Run 1, close-up of the layout:
Window x 5 to 45, y 56 to 96 um. Cells in grey, sequential cells in the stronger grey; small squares are vias.
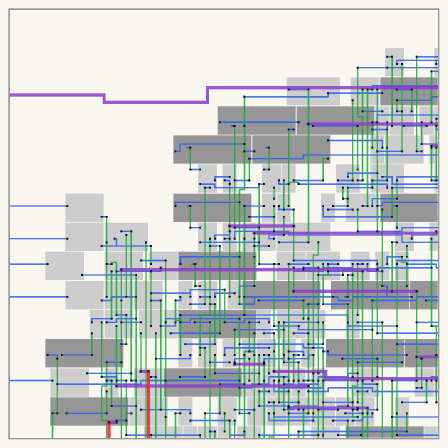
Run 1, sequential cells grouped by signal name:
The bar under the picture is 20 um long. Other sequential cells in the stronger grey, the rest of the logic in the fainter grey.
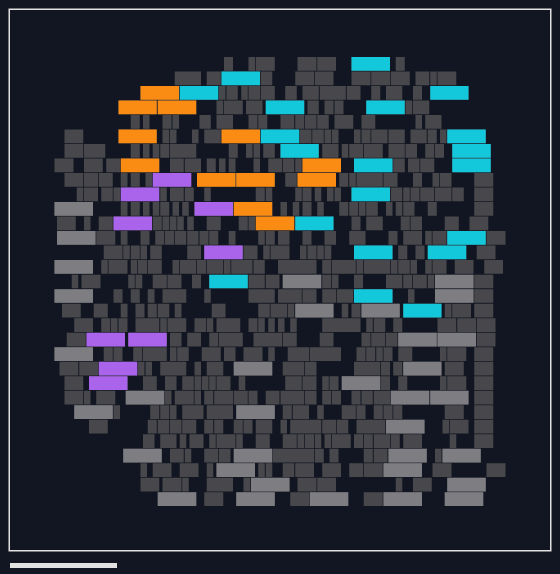
Run 1, I/O nets highlighted:
The bar under the picture is 20 um long.
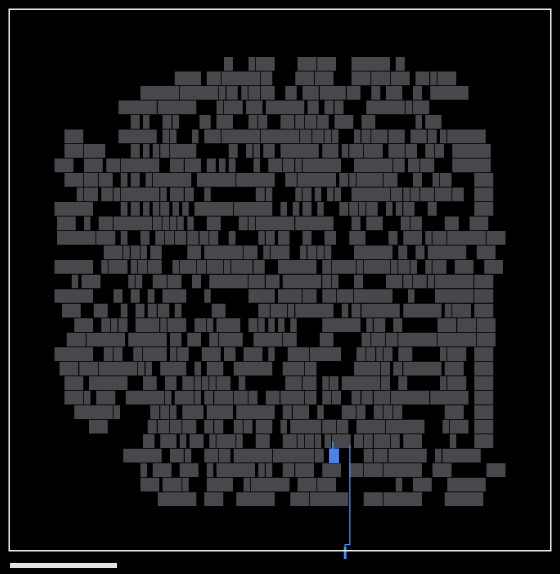
==> src/rtl/ser_mem_pkg.sv <==
// Shared opcodes, response bytes and FSM state encoding for the serial
// memory access engine.
package ser_mem_pkg;

    localparam int ADDR_W_DEF = 20;

    localparam logic [7:0] OP_PING     = 8'h00;
    localparam logic [7:0] OP_SET_ADDR = 8'h01;
    localparam logic [7:0] OP_WRITE    = 8'h02;
    localparam logic [7:0] OP_READ     = 8'h03;

    localparam logic [7:0] PING_RSP_DEF = 8'hA5;
    localparam logic [7:0] ACK_BYTE_DEF = 8'h06;
    localparam logic [7:0] NAK_BYTE_DEF = 8'h15;

    typedef enum logic [3:0] {
        S_CMD,
        S_ADDR,
        S_CNT,
        S_WDATA,
        S_WREQ,
        S_WWAIT,
        S_RREQ,
        S_RWAIT,
        S_RTX,
        S_TX
    } state_t;

endpackage

==> src/rtl/ser_byte_io.sv <==
// UART FIFO byte handshake: registered pop/push strobes followed by one
// gap cycle so the FIFO flags have settled before they are sampled again.
module ser_byte_io (
    input  logic       mclk,
    input  logic       reset,
    input  logic [7:0] sio_rxd,
    input  logic       sio_rxempty,
    output logic       sio_rxe,
    output logic [7:0] sio_txd,
    input  logic       sio_txfull,
    output logic       sio_txe,
    output logic       rx_valid,
    output logic [7:0] rx_byte,
    input  logic       rx_take,
    output logic       tx_ready,
    input  logic       tx_send,
    input  logic [7:0] tx_byte
);

    logic       rxe_reg;
    logic       txe_reg;
    logic       gap_reg;
    logic [7:0] txd_reg;
    logic       busy;

    // Strobe cycle plus the following gap cycle both block new handshakes.
    assign busy     = rxe_reg | txe_reg | gap_reg;
    assign rx_valid = ~sio_rxempty & ~busy;
    assign rx_byte  = sio_rxd;
    assign tx_ready = ~sio_txfull & ~busy;

    always_ff @(posedge mclk) begin
        if (reset) begin
            rxe_reg <= 1'b0;
            txe_reg <= 1'b0;
            gap_reg <= 1'b0;
            txd_reg <= 8'h00;
        end else begin
            rxe_reg <= rx_take & rx_valid;
            txe_reg <= tx_send & tx_ready;
            gap_reg <= rxe_reg | txe_reg;
            if (tx_send && tx_ready) begin
                txd_reg <= tx_byte;
            end
        end
    end

    assign sio_rxe = rxe_reg;
    assign sio_txe = txe_reg;
    assign sio_txd = txd_reg;

endmodule

==> src/rtl/ser_mem_proto.sv <==
// Binary command parser bridging the UART FIFOs to the SRAM controller:
// PING, SET_ADDR, burst WRITE and burst READ with one request in flight.
module ser_mem_proto
    import ser_mem_pkg::*;
#(
    parameter int         ADDR_W   = ADDR_W_DEF,
    parameter logic [7:0] PING_RSP = PING_RSP_DEF,
    parameter logic [7:0] ACK_BYTE = ACK_BYTE_DEF,
    parameter logic [7:0] NAK_BYTE = NAK_BYTE_DEF
) (
    input  logic              mclk,
    input  logic              reset,
    input  logic [7:0]        sio_rxd,
    input  logic              sio_rxempty,
    output logic              sio_rxe,
    output logic [7:0]        sio_txd,
    input  logic              sio_txfull,
    output logic              sio_txe,
    output logic              mem_begin_wr,
    output logic              mem_begin_rd,
    input  logic              mem_finish,
    output logic [ADDR_W-1:0] mem_addr,
    output logic [7:0]        mem_data_wr,
    input  logic [7:0]        mem_data_rd
);

    state_t            state_reg,   state_next;
    logic [ADDR_W-1:0] addr_reg,    addr_next;
    logic [8:0]        cnt_reg,     cnt_next;
    logic [1:0]        arg_reg,     arg_next;
    logic [15:0]       addr_hi_reg, addr_hi_next;
    logic [7:0]        tx_byte_reg, tx_byte_next;
    logic [7:0]        wdata_reg,   wdata_next;
    logic              is_wr_reg,   is_wr_next;

    logic       rx_valid;
    logic [7:0] rx_byte;
    logic       rx_take;
    logic       tx_ready;
    logic       tx_send;

    ser_byte_io u_byte_io (
        .mclk        (mclk),
        .reset       (reset),
        .sio_rxd     (sio_rxd),
        .sio_rxempty (sio_rxempty),
        .sio_rxe     (sio_rxe),
        .sio_txd     (sio_txd),
        .sio_txfull  (sio_txfull),
        .sio_txe     (sio_txe),
        .rx_valid    (rx_valid),
        .rx_byte     (rx_byte),
        .rx_take     (rx_take),
        .tx_ready    (tx_ready),
        .tx_send     (tx_send),
        .tx_byte     (tx_byte_reg)
    );

    always_ff @(posedge mclk) begin
        if (reset) begin
            state_reg   <= S_CMD;
            addr_reg    <= '0;
            cnt_reg     <= 9'd0;
            arg_reg     <= 2'd0;
            addr_hi_reg <= 16'h0000;
            tx_byte_reg <= 8'h00;
            wdata_reg   <= 8'h00;
            is_wr_reg   <= 1'b0;
        end else begin
            state_reg   <= state_next;
            addr_reg    <= addr_next;
            cnt_reg     <= cnt_next;
            arg_reg     <= arg_next;
            addr_hi_reg <= addr_hi_next;
            tx_byte_reg <= tx_byte_next;
            wdata_reg   <= wdata_next;
            is_wr_reg   <= is_wr_next;
        end
    end

    always_comb begin
        state_next   = state_reg;
        addr_next    = addr_reg;
        cnt_next     = cnt_reg;
        arg_next     = arg_reg;
        addr_hi_next = addr_hi_reg;
        tx_byte_next = tx_byte_reg;
        wdata_next   = wdata_reg;
        is_wr_next   = is_wr_reg;
        rx_take      = 1'b0;
        tx_send      = 1'b0;

        case (state_reg)
            S_CMD: begin
                if (rx_valid) begin
                    rx_take = 1'b1;
                    case (rx_byte)
                        OP_PING: begin
                            tx_byte_next = PING_RSP;
                            state_next   = S_TX;
                        end
                        OP_SET_ADDR: begin
                            arg_next   = 2'd2;
                            state_next = S_ADDR;
                        end
                        OP_WRITE: begin
                            is_wr_next = 1'b1;
                            state_next = S_CNT;
                        end
                        OP_READ: begin
                            is_wr_next = 1'b0;
                            state_next = S_CNT;
                        end
                        default: begin
                            tx_byte_next = NAK_BYTE;
                            state_next   = S_TX;
                        end
                    endcase
                end
            end
            S_ADDR: begin
                if (rx_valid) begin
                    rx_take      = 1'b1;
                    addr_hi_next = {addr_hi_reg[7:0], rx_byte};
                    if (arg_reg == 2'd0) begin
                        // Third byte completes the 24-bit big-endian address.
                        addr_next    = ADDR_W'({addr_hi_reg, rx_byte});
                        tx_byte_next = ACK_BYTE;
                        state_next   = S_TX;
                    end else begin
                        arg_next = arg_reg - 2'd1;
                    end
                end
            end
            S_CNT: begin
                if (rx_valid) begin
                    rx_take    = 1'b1;
                    cnt_next   = (rx_byte == 8'h00) ? 9'd256 : {1'b0, rx_byte};
                    state_next = is_wr_reg ? S_WDATA : S_RREQ;
                end
            end
            S_WDATA: begin
                if (rx_valid) begin
                    rx_take    = 1'b1;
                    wdata_next = rx_byte;
                    state_next = S_WREQ;
                end
            end
            S_WREQ: state_next = S_WWAIT;
            S_WWAIT: begin
                if (mem_finish) begin
                    addr_next = addr_reg + ADDR_W'(1);
                    cnt_next  = cnt_reg - 9'd1;
                    if (cnt_reg == 9'd1) begin
                        tx_byte_next = ACK_BYTE;
                        state_next   = S_TX;
                    end else begin
                        state_next = S_WDATA;
                    end
                end
            end
            S_RREQ: state_next = S_RWAIT;
            S_RWAIT: begin
                if (mem_finish) begin
                    tx_byte_next = mem_data_rd;
                    addr_next    = addr_reg + ADDR_W'(1);
                    cnt_next     = cnt_reg - 9'd1;
                    state_next   = S_RTX;
                end
            end
            S_RTX: begin
                if (tx_ready) begin
                    tx_send    = 1'b1;
                    state_next = (cnt_reg == 9'd0) ? S_CMD : S_RREQ;
                end
            end
            S_TX: begin
                if (tx_ready) begin
                    tx_send    = 1'b1;
                    state_next = S_CMD;
                end
            end
            default: state_next = S_CMD;
        endcase
    end

    assign mem_begin_wr = (state_reg == S_WREQ);
    assign mem_begin_rd = (state_reg == S_RREQ);
    assign mem_addr     = addr_reg;
    assign mem_data_wr  = wdata_reg;

endmodule

==> config.mk <==
export PLATFORM = sky130hd
export DESIGN_NAME = ser_mem_proto
export DESIGN_NICKNAME = d
export VERILOG_FILES = /design/src/rtl/ser_mem_pkg.sv /design/src/rtl/ser_byte_io.sv /design/src/rtl/ser_mem_proto.sv
export SDC_FILE = /design/constraint.sdc
export NUM_CORES = 1
export LEC_CHECK = 0
export ABC_AREA = 0
export CAP_MARGIN = 20
export CORE_MARGIN = 8
export CORE_UTILIZATION = 54
export DETAILED_ROUTE_END_ITERATION = 6
export PLACE_DENSITY = 0.8
export SLEW_MARGIN = 10
export SYNTH_ARGS = -nofsm -noshare
export SYNTH_HDL_FRONTEND = slang
export SYNTH_SLANG_ARGS = --single-unit
export TNS_END_PERCENT = 30
==> constraint.sdc <==
create_clock -name mclk -period 2.6 [get_ports mclk]
set_clock_uncertainty 0.15 [all_clocks]
set_input_delay 0.26 -clock mclk [delete_from_list [all_inputs] [get_ports mclk]]
set_output_delay 0.26 -clock mclk [all_outputs]
set_load 0.03 [all_outputs]
==> out/qor.csv, run 1 <==
stage,metric,value,unit
synth,synth-edff-count,0,
detailed_routing,maxUsedRoutingLayer,met4,
detailed_routing,wirelength,11100,um
timing,min_period_over_period,96.4,%
timing,maxSlewViolCount,0,
detailed_routing,drtIter0Drc,390,
synth,top_area_share,38.3,%
worst_setup_path,crit_start,state_reg[3],
pwr,seqPwrFrac,47.2,%
global_route,grt_antenna_before_repair,0,
clock_network,cts_resized,0,
pwr,power_frac_comb,25.1,%
global_route,busiest_layer,met2,
global_route,grt_max_degree,39,
worst_hold_path,min_to,mem_addr[12],
floorplanning,die_w,101,um
global_route,met3_usage,5.77,%
timing,layout_min_cycle_time,2510,ps
worst_setup_path,cp.depth,4,
timing,setup_ws,94.4,ps
global_route,globalRouteMet2Util,34.0,%
finish,largest_reg_flops,20,
detailed_routing,num_vias,4004,
timing,rsz0062_at_grt,false,
clock_network,holdBufCountCts,0,
finish,nFillCells,619,
place,dp_slack,-3.02,ps
worst_setup_path,crit_fanout,13,
clock_network,cts_buffers,9,
clock_network,clk_latency,350,ps
pwr,comb_power,0.713,mW
status,status,"finished, final reports clean",
synth,synth.distinct_cells,67,
finish,nNetsFinal,575,
global_route,track_usage,22.1,%
clock_network,cts_setup_buffers,0,
timing,finalSetupViolations,0,
finish,diodes,0,
worst_setup_path,critPathMaxStageDelay,710,ps
pwr,switching_share,32.9,%
detailed_routing,vias_per_cell,6.14,
clock_network,tritoncts,built,
worst_setup_path,critPathKind,reg2out,
synth,largest_area_cell,dfxtp_1,
worst_setup_path,critPathTopFamily,buffers and inverters,
finish,layout_top_cell,dfxtp_1,
detailed_routing,wl_met2,4980,um
flow_run,warning_count,28,
worst_setup_path,crit_arrival,2100,ps
finish,finalNonFillerCells,652,
finish,final_core_util,67.9,%
synth,synth_flops,75,
synth,ys_chip_area,3920,um^2
synth,yosys_cells,490,
global_route,grt.overflow.total,0,
worst_setup_path,path_cells,inv_1 -> nand2_1 -> nor3b_1 -> clkdlybuf4s50_1,
pwr,p_int,1.91,mW
worst_hold_path,holdPathStages,2,
pwr,p_leak,1.72,nW
worst_setup_path,crit_buf_inv,2,
detailed_routing,wl_met3,1110,um
floorplanning,coreArea,7140,um^2
synth,syn_inst,490,
flow_run,cap_violations,0,
finish,lay_top_cells,"75 x dfxtp_1, 62 x nand2_1, 59 x clkdlybuf4s50_1",
detailed_routing,drc,0,
synth,syn-num-nets,516,
synth,yosysWarnings,0,
clock_network,cts-root-buf,clkbuf_8,
pwr,ir_drop,0.269,mV
detailed_routing,ant_nets,0,
clock_network,cts_sinks,75,
pwr,top_power_group,registers,
worst_setup_path,endpoint,mem_begin_rd,
floorplanning,die_area,10200,um^2
worst_hold_path,hold_path.class,in2reg,
finish,area_delta_synth_final,23.6,%
Notes on 'close-up of the layout' above:
| colour | layer |
|---|---|
| purple | M3 |
| red | M4 |
| blue | M1 |
| green | M2 |
most frequent: nand2_1 (24), dfxtp_1 (15), a21oi_1 (12)
netlist names of flops here include: addr_hi_reg (7), cnt_reg (4), mem_addr (2)
sequential cells in the window: 15
cells with their middle in the window: 92

Notes on 'sequential cells grouped by signal name' above:
| colour | netlist name | sequential cells |
|---|---|---|
| orange | addr_hi_reg | 12 |
| cyan | mem_addr | 20 |
| purple | cnt_reg | 9 |

Notes on 'I/O nets highlighted' above:
| colour | port | bits | direction | end cells | buffers | wire |
|---|---|---|---|---|---|---|
| blue | mem_begin_wr | 1 | output | 1 | 1 | 22.3 um |

==> run 1: layout make-up <==
type	instances	area (um^2)	share of cell area (%)
Clock inverter	3	15.0	0.310
Timing Repair Buffer	83	793	16.4
Inverter	10	37.5	0.775
Tap cell	99	124	2.56
Clock buffer	12	145	3.00
Multi-Input combinational cell	370	2230	46.0
Sequential cell	75	1500	31.0
==> run 1: cell families after synthesis <==
family | after synthesis | synth area share, %
AND-OR/OR-AND | 145 | 24.3
adder cells (fa/ha/maj) | 5 | 1.60
buffers and inverters | 45 | 4.88
flip-flops | 75 | 38.3
multiplexers | 18 | 4.63
AND/OR/NAND/NOR | 202 | 26.3
## Run 2: what changed since run 1
==> constraint.sdc (replaced) <==
create_clock -name mclk -period 2.5 [get_ports mclk]
set_clock_uncertainty 0.15 [all_clocks]
set_input_delay 0.25 -clock mclk [delete_from_list [all_inputs] [get_ports mclk]]
set_output_delay 0.25 -clock mclk [all_outputs]
set_load 0.03 [all_outputs]
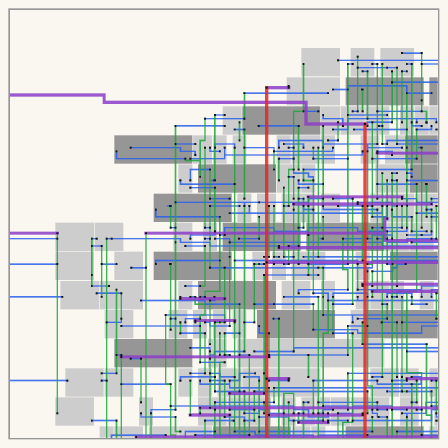
Run 2: close-up of the layout
Window x 5 to 45, y 56 to 96 um. Cells in grey, sequential cells in the stronger grey; small squares are vias.
| colour | layer |
|---|---|
| red | M4 |
| purple | M3 |
| blue | M1 |
| green | M2 |
sequential cells in the window: 13
most frequent: nand2_1 (23), dfxtp_1 (13), a21oi_1 (10)
cells with their middle in the window: 91
netlist names of flops here include: addr_hi_reg (9), mem_addr (3)

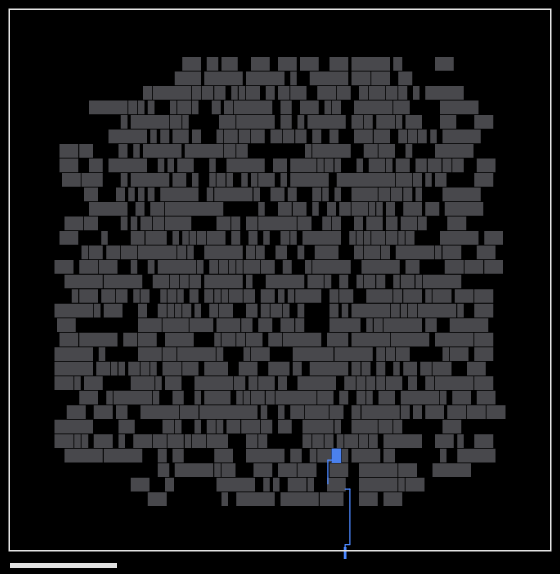
Run 2: I/O nets highlighted
The bar under the picture is 20 um long.
| colour | port | bits | direction | end cells | buffers | wire |
|---|---|---|---|---|---|---|
| blue | mem_begin_wr | 1 | output | 1 | 1 | 18.2 um |

==> run 2 against run 1 <==
Critical path depth unchanged; critical endpoint is now mem_begin_wr; global-route usage up 0.50 points; sequential share of layout area down 0.67 points; register-to-register slack worse by 170 ps; core utilization up 1.6 points; largest power group unchanged; combinational power up 6.0%; design area up 2.3%; flip-flop count unchanged; final cell count up 0.46%; total power up 16%; first-iteration DRC count down 22%.
==> out/qor.csv, run 2 <==
stage,metric,value,unit
global_route,busiest_layer,met2,
detailed_routing,num_vias,4029,
synth,synthAoiAreaFrac,24.3,%
clock_network,holdBufCountCts,0,
finish,final_core_util,69.4,%
synth,largest_area_cell,dfxtp_1,
global_route,globalRouteMet2Util,35.4,%
finish,largest_reg_flops,20,
worst_setup_path,crit_fanout,13,
timing,setup_ws,94.4,ps
finish,finalNonFillerCells,655,
pwr,seqPwrFrac,41.9,%
finish,largest_class,logic gates,
synth,synth_flops,75,
synth,synth_xor_xnor_area_share,0,%
synth,synth-simple-area-share,26.3,%
finish,buffers_excl_clock,85,
finish,area_delta_synth_final,26.4,%
finish,comb-cell-share,44.9,%
worst_setup_path,path_cells,inv_1 -> nand2_1 -> nor3_1 -> clkdlybuf4s50_1,
finish,seq_cells,75,
floorplanning,tapCellCount,99,
pwr,comb_power,0.756,mW
finish,comb_area,2230,um^2
place,dp_slack,33.9,ps
worst_setup_path,critPathTopFamily,buffers and inverters,
synth,syn_inst,490,
finish,buf_share,16.6,%
synth,adder_share,1.60,%
finish,nNetsFinal,577,
finish,seq_area,1500,um^2
global_route,grt_antenna_before_repair,0,
floorplanning,die_area,10200,um^2
synth,yosys_cells,490,
timing,maxSlewViolCount,0,
pwr,power_frac_comb,23.0,%
flow_run,cap_violations,0,
status,status,"finished, final reports clean",
global_route,grt_max_degree,39,
synth,top_area_share,38.3,%
synth,syn-num-nets,516,
worst_setup_path,crit_arrival,2010,ps
clock_network,tritoncts,built,
timing,layout_min_cycle_time,2410,ps
finish,diodes,0,
pwr,switching_share,31.2,%
synth,ys_sh_mux,4.63,%
global_route,met3_usage,5.98,%
finish,num-multi-input-gates,370,
finish,n_clock_buffer,10,
pwr,p_int,2.26,mW
finish,clockNetworkAreaShare,4.85,%
detailed_routing,ant_nets,0,
finish,nFillCells,612,
worst_setup_path,critPathKind,reg2out,
floorplanning,coreArea,7140,um^2
global_route,grt.overflow.total,0,
run 2: cell types whose count changed in the layout (fill, tap and decap cells not counted), sizes merged:
cell / change
clkbuf: -2
clkinv: -1
bufinv: +3
inv: +1
clkdlybuf4s50: -1
buf: +2
dlymetal6s2s: +1
run 2: how the worst max path moves through the flow:
stage	from	end	slack [ps]	cells past startpoint
floorplan	state_reg[1]	mem_begin_rd	310	4
global placement	sio_rxd[2]	tx_byte_reg[4]	90	6
detailed placement	sio_rxd[2]	tx_byte_reg[4]	30	6
CTS	state_reg[3]	mem_begin_rd	30	4
global route	u_byte_io.sio_txe	tx_byte_reg[7]	10	5
finish	state_reg[3]	mem_begin_wr	90	4
run 2: repair_timing:
item                       CTS  global route
gates resized                0             2
setup endpoints to repair    0             2
hold endpoints to repair     0             0
## Run 3: what changed since run 2
--- a/config.mk
+++ b/config.mk
@@ -10,6 +10,7 @@
 export CORE_MARGIN = 8
 export CORE_UTILIZATION = 54
 export DETAILED_ROUTE_END_ITERATION = 6
+export HOLD_SLACK_MARGIN = 0.06
 export PLACE_DENSITY = 0.8
 export SLEW_MARGIN = 10
 export SYNTH_ARGS = -nofsm -noshare
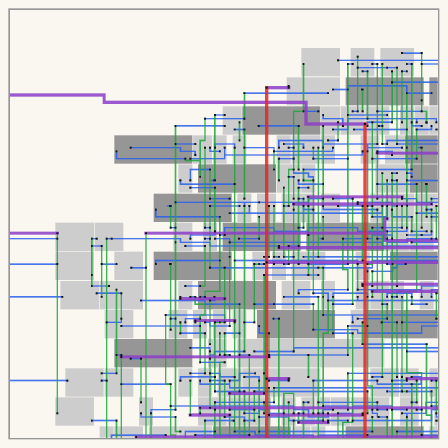
Run 3: close-up of the layout
Window x 5 to 45, y 56 to 96 um. Cells in grey, sequential cells in the stronger grey; small squares are vias.
| colour | layer |
|---|---|
| red | M4 |
| purple | M3 |
| blue | M1 |
| green | M2 |
sequential cells in the window: 13
most frequent: nand2_1 (23), dfxtp_1 (13), a21oi_1 (10)
netlist names of flops here include: addr_hi_reg (9), mem_addr (3)
cells with their middle in the window: 91

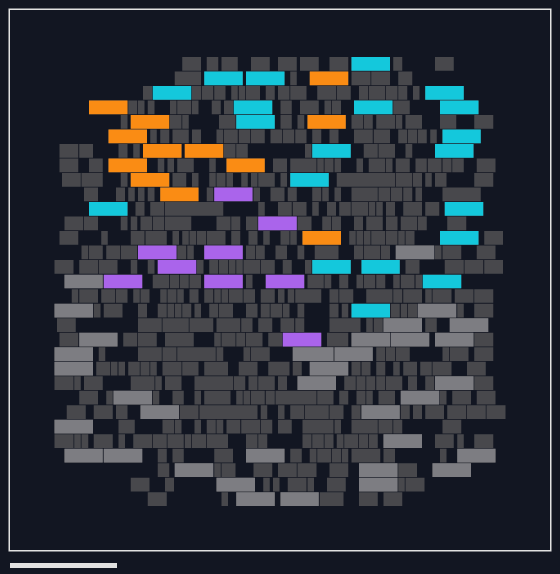
Run 3: sequential cells grouped by signal name
The bar under the picture is 20 um long. Other sequential cells in the stronger grey, the rest of the logic in the fainter grey.
| colour | netlist name | sequential cells |
|---|---|---|
| cyan | mem_addr | 20 |
| purple | cnt_reg | 9 |
| orange | addr_hi_reg | 12 |

==> run 3 against run 2 <==
Die area is the same; synthesized area unchanged; highest routed layer unchanged; total power stayed put; sequential power barely moved; global-route usage is the same; critical path type unchanged.
==> out/qor.csv, run 3 <==
stage,metric,value,unit
status,status,"finished, final reports clean",
synth,top_area_share,38.3,%
floorplanning,die_area,10200,um^2
synth,yosys_cells,490,
worst_setup_path,crit_start,state_reg[3],
detailed_routing,drc,0,
worst_hold_path,hold_path.class,in2reg,
clock_network,tritoncts,built,
timing,layout_min_cycle_time,2410,ps
flow_run,warning_count,28,
floorplanning,die_w,101,um
clock_network,cts_buffers,9,
worst_setup_path,crit_arrival,2010,ps
pwr,power_frac_comb,23.0,%
pwr,switching_share,31.2,%
timing,min_period_over_period,96.2,%
timing,finalSetupViolations,0,
finish,final_core_util,69.4,%
detailed_routing,wirelength,11500,um
pwr,top_power_group,registers,
global_route,grt_max_degree,39,
floorplanning,coreArea,7140,um^2
flow_run,cap_violations,0,
worst_setup_path,critPathMaxStageDelay,700,ps
worst_setup_path,endpoint,mem_begin_wr,
worst_hold_path,holdPathStages,2,
worst_setup_path,path_cells,inv_1 -> nand2_1 -> nor3_1 -> clkdlybuf4s50_1,
pwr,seqPwrFrac,41.9,%
clock_network,clk_latency,360,ps
worst_setup_path,critPathKind,reg2out,
finish,nNetsFinal,577,
timing,maxSlewViolCount,0,
worst_setup_path,critPathTopFamily,buffers and inverters,
worst_setup_path,crit_fanout,13,
clock_network,cts_setup_buffers,0,
clock_network,holdBufCountCts,0,
synth,ys_chip_area,3920,um^2
global_route,grt_antenna_before_repair,0,
pwr,ir_drop,0.347,mV
worst_hold_path,min_to,mem_addr[12],
synth,syn-num-nets,516,
clock_network,cts_sinks,75,
synth,synth.distinct_cells,67,
clock_network,cts_resized,0,
finish,diodes,0,
finish,finalNonFillerCells,655,
pwr,p_leak,1.79,nW
clock_network,cts-root-buf,clkbuf_8,
timing,setup_ws,94.4,ps
finish,layout_top_cell,dfxtp_1,
global_route,grt.overflow.total,0,
global_route,track_usage,22.6,%
synth,synth_flops,75,
pwr,p_int,2.26,mW
synth,synth-edff-count,0,
worst_setup_path,cp.depth,4,
timing,rsz0062_at_grt,false,
detailed_routing,ant_nets,0,
finish,lay_top_cells,"74 x dfxtp_1, 62 x nand2_1, 58 x nor2_1, 58 x clkdlybuf4s50_1, 51 x a21oi_1",
synth,largest_area_cell,dfxtp_1,
synth,syn_inst,490,
finish,largest_reg_flops,20,
place,dp_slack,33.9,ps
finish,area_delta_synth_final,26.4,%
detailed_routing,num_vias,4029,
-- run 3: area by class of cell --
cell class,instances,area (um^2)
Clock buffer,10,128
Clock inverter,6,113
Fill cell,612,2180
Inverter,10,37.5
Multi-Input combinational cell,370,2230
Sequential cell,75,1500
Tap cell,99,124
Timing Repair Buffer,85,823
-- run 3: routing by layer --
layer	part of all wire (%)	wire length (um)	track usage [%]
met1	43	4990	28.6
met2	45	5180	35.4
met3	9.3	1070	5.98
met4	2.3	268	9.85
met5	0	0	0
-- run 3: logic make-up (layout without fill, tap and decap cells) --
logic type               Yosys count  count (layout)  synth area share, %
buffers and inverters             45             111                 4.88
flip-flops                        75              75                 38.3
AND-OR/OR-AND                    145             145                 24.3
adder cells (fa/ha/maj)            5               5                 1.60
multiplexers                      18              18                 4.63
AND/OR/NAND/NOR                  202             202                 26.3
Power figures rest on the tool's default switching activity, not on a simulated workload.
